Fig. 1: gate-type map
Bar = 20 µm.
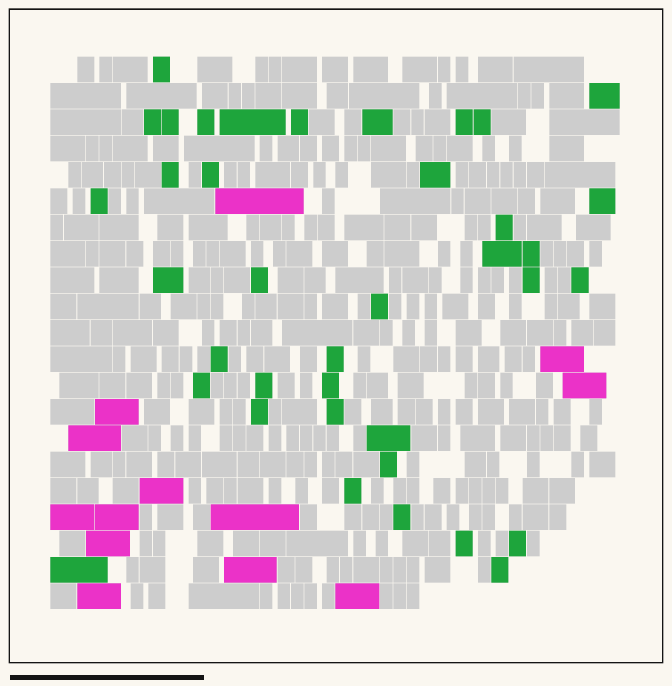
Fig. 2: routing congestion
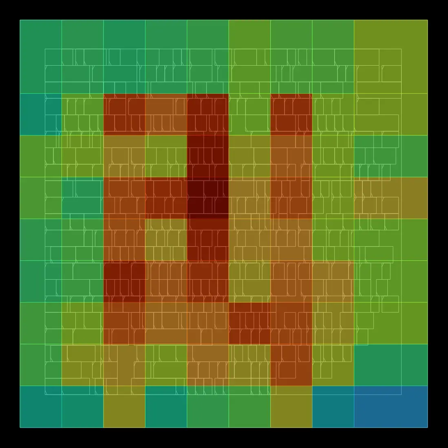
**src/rtl/sine_wave_gen_pkg.sv**
```systemverilog
// Shared constants, types and the quarter-wave magnitude table for the
// sine_wave_gen lookup-table oscillator.
package sine_wave_gen_pkg;

  localparam int unsigned PHASE_W   = 8;
  localparam int unsigned SAMPLE_W  = 11;
  localparam int unsigned MAG_W     = 10;
  localparam int unsigned MIDSCALE  = 1024;
  localparam int unsigned LUT_DEPTH = 65;
  localparam int unsigned ROM_IDX_W = 7;

  // Quadrant of the wave selected by the top two phase bits.
  typedef enum logic [1:0] {
    QUAD_RISE    = 2'd0,  // 0..90 deg: +Q[o]
    QUAD_FALL    = 2'd1,  // 90..180 deg: +Q[64-o]
    QUAD_DIP     = 2'd2,  // 180..270 deg: -Q[o]
    QUAD_RECOVER = 2'd3   // 270..360 deg: -Q[64-o]
  } quadrant_t;

  // Magnitude plus sign, the state carried between pipeline stages.
  typedef struct packed {
    logic             neg;
    logic [MAG_W-1:0] mag;
  } mag_sign_t;

  // Q[k] = round(1023 * sin(2*pi*k/256)), k = 0..64.
  localparam logic [MAG_W-1:0] QUARTER_LUT [0:LUT_DEPTH-1] = '{
    10'd0,    10'd25,   10'd50,   10'd75,   10'd100,  10'd125,  10'd150,  10'd175,
    10'd200,  10'd224,  10'd249,  10'd273,  10'd297,  10'd321,  10'd345,  10'd368,
    10'd391,  10'd415,  10'd437,  10'd460,  10'd482,  10'd504,  10'd526,  10'd547,
    10'd568,  10'd589,  10'd609,  10'd629,  10'd649,  10'd668,  10'd687,  10'd705,
    10'd723,  10'd741,  10'd758,  10'd775,  10'd791,  10'd806,  10'd822,  10'd836,
    10'd851,  10'd864,  10'd877,  10'd890,  10'd902,  10'd914,  10'd925,  10'd935,
    10'd945,  10'd954,  10'd963,  10'd971,  10'd979,  10'd986,  10'd992,  10'd998,
    10'd1003, 10'd1008, 10'd1012, 10'd1015, 10'd1018, 10'd1020, 10'd1022, 10'd1023,
    10'd1023
  };

  // Offset-binary sample: midscale plus or minus the magnitude.
  // 1024 + 1023 = 2047 and 1024 - 1023 = 1, so 11 bits never overflow.
  function automatic logic [SAMPLE_W-1:0] apply_sign(input mag_sign_t ms);
    logic [SAMPLE_W-1:0] mid;
    logic [SAMPLE_W-1:0] mag_ext;
    mid     = SAMPLE_W'(MIDSCALE);
    mag_ext = {1'b0, ms.mag};
    return ms.neg ? (mid - mag_ext) : (mid + mag_ext);
  endfunction

endpackage

```
**src/rtl/sine_quarter_rom.sv**
```systemverilog
// Combinational quarter-wave magnitude ROM. Indices beyond the table
// (65..127) are unreachable from the top level and read as zero.
module sine_quarter_rom
  import sine_wave_gen_pkg::*;
(
  input  logic [ROM_IDX_W-1:0] idx_i,
  output logic [MAG_W-1:0]     mag_o
);

  // Table read with a defined value for out-of-range indices.
  always_comb begin
    mag_o = '0;
    if (idx_i < ROM_IDX_W'(LUT_DEPTH)) begin
      mag_o = QUARTER_LUT[idx_i];
    end
  end

endmodule

```
**src/rtl/sine_wave_gen.sv**
```systemverilog
// Lookup-table sine generator: 8-bit phase in, 11-bit offset-binary sample
// out, registered. Quadrant decode folds the phase onto a quarter-wave ROM.
// Build option SINE_WAVE_GEN_OUTPUT_REG_EN adds a magnitude/sign register
// ahead of the output register (latency 2 instead of 1).
module sine_wave_gen
  import sine_wave_gen_pkg::*;
(
  input  logic                clk,
  input  logic                rst,
  input  logic [PHASE_W-1:0]  period,
  output logic [SAMPLE_W-1:0] sine
);

  quadrant_t            quad;
  logic [5:0]           offset;
  logic [ROM_IDX_W-1:0] rom_idx;
  logic [MAG_W-1:0]     rom_mag;
  mag_sign_t            cur;
  logic [SAMPLE_W-1:0]  sine_d;
  logic [SAMPLE_W-1:0]  sine_q;

  // Quadrant decode and mirror index; 64-o is 7 bits so o=0 reaches Q[64].
  always_comb begin
    quad    = quadrant_t'(period[PHASE_W-1 -: 2]);
    offset  = period[5:0];
    rom_idx = {1'b0, offset};
    case (quad)
      QUAD_FALL, QUAD_RECOVER: rom_idx = ROM_IDX_W'(LUT_DEPTH - 1) - {1'b0, offset};
      default:                 rom_idx = {1'b0, offset};
    endcase
  end

  sine_quarter_rom u_rom (
    .idx_i (rom_idx),
    .mag_o (rom_mag)
  );

  // Sign comes straight from the upper half of the phase circle.
  always_comb begin
    cur     = '0;
    cur.neg = period[PHASE_W-1];
    cur.mag = rom_mag;
  end

`ifdef SINE_WAVE_GEN_OUTPUT_REG_EN
  mag_sign_t s1_d;
  mag_sign_t s1_q;

  // Stage 1 input is the decoded magnitude and sign.
  always_comb begin
    s1_d = cur;
  end

  // Stage 1 register; reset to m=0, sign=0 so stage 2 yields midscale.
  always_ff @(posedge clk) begin
    if (rst) begin
      s1_q <= '0;
    end else begin
      s1_q <= s1_d;
    end
  end

  // Stage 2 combinational: apply sign and midscale offset.
  always_comb begin
    sine_d = apply_sign(s1_q);
  end
`else
  // Single stage: ROM, sign and offset all ahead of the output register.
  always_comb begin
    sine_d = apply_sign(cur);
  end
`endif

  // Output sample register; reset holds the phase-0 value (midscale).
  always_ff @(posedge clk) begin
    if (rst) begin
      sine_q <= SAMPLE_W'(MIDSCALE);
    end else begin
      sine_q <= sine_d;
    end
  end

  assign sine = sine_q;

endmodule

```
**config.mk**
```make
export PLATFORM = sky130hd
export DESIGN_NAME = sine_wave_gen
export DESIGN_NICKNAME = d
export VERILOG_FILES = /design/src/rtl/sine_wave_gen_pkg.sv /design/src/rtl/sine_quarter_rom.sv /design/src/rtl/sine_wave_gen.sv
export SDC_FILE = /design/constraint.sdc
export NUM_CORES = 1
export LEC_CHECK = 0
export ABC_AREA = 1
export CAP_MARGIN = 10
export CORE_MARGIN = 4
export CORE_UTILIZATION = 52
export DETAILED_ROUTE_END_ITERATION = 12
export PLACE_DENSITY = 0.75
export SYNTH_ARGS = -nofsm -noshare
export SYNTH_HDL_FRONTEND = slang
export SYNTH_SLANG_ARGS = --single-unit
```
**constraint.sdc**
```tcl
create_clock -name clk -period 2.9 [get_ports clk]
set_input_delay 0.58 -clock clk [delete_from_list [all_inputs] [get_ports clk]]
set_output_delay 0.58 -clock clk [all_outputs]
set_load 0.01 [all_outputs]
```
==> out/metrics.csv <==
metric,value,unit
max_fclk,352,MHz
tapcell.inserted,46,
instances_no_fill,450,
numPortBuffers,20,
grt_overflow_total,0,
cts_inserted_buffers,3,
slowest_stage_delay_cp,0.28,ns
via_count,2410,
path_delay_family,simple AND/OR/NAND/NOR gates,
finalSetupViolations,0,
largest_class,combinational gates,
worst_pin_slew,0.386,ns
antenna_violations_before_repair,0,
postSynthCellCount,327,
finalWirelength,6000,µm
end_kind,flop,
seq_cell_count,11,
clockBufferDepth,2,
total_negative_setup_slack,0,ns
grt_pass1_vias,2134,
postLayoutSetupSlackWorst,0.0609,ns
run_status,"finished, final reports clean",
critical_path.startpoint,period[1],
final_layout_top_logic_cell,sky130_fd_sc_hd__nand2_1,
detailedPlacementHpwl,4730,µm
holdCritStartpoint,rst,
layout.non_clock_inverters,35,
grt.busiest_layer,met2,
number_of_buffers_inserted_for_hold_repair_after_clock_tree_synthesis,0,
dp.cells,443,
avgSynthCellArea,5.60,µm²
mappedNetlistArea,0.00183,mm²
flop_area,220,µm²
yosysTopAreaCellShare,23.6,%
root_buffer,sky130_fd_sc_hd__clkbuf_4,
synth.yosys.warnings,0,
synth-main-ff-cell,sky130_fd_sc_hd__dfxtp_1,
critPathRequiredTime,3.08,ns
totalPowerFinal,935,µW
layout.filler_cells,270,
## Picture notes: Fig. 1
- magenta: adder and majority cells (cells 13)
- green: inverting AOI/OAI gates (cells 38)

## Picture notes: Fig. 2
gr usage total: 27.2%
fraction of the core area covered by cells at the end of the flow: 79.6%
met3 Use GR: 5.99%

## kinds of logic (layout without fill, tap and decap cells)
family,count (synthesis),after routing,synth area share (%)
flops,11,11,12.0
fa+ha+maj,13,13,8.88
buf+inv,47,124,12.1
simple gates,218,218,54.8
compound gates,38,38,12.2
## where the power goes
part | internal (mW) | switching [mW]
clock network | 0.0535 | 0.0592
registers | 0.172 | 0.00578
logic | 0.290 | 0.355
## per-stage QoR
step,instance area [µm²],utilization (%)
after detailed placement,2490,74.1
after CTS,2550,75.9
after floorplan,1840,-
final,2680,79.6
after global routing,2680,79.6
after global placement,2490,74.1
## final timing paths
check / to / slack (ns) / cells after the start
worst max-delay path: sine[7] / 0.06 / 22
worst min-delay path: sine[0] / 0.90 / 2
Power is estimated from default activity; no workload was simulated.
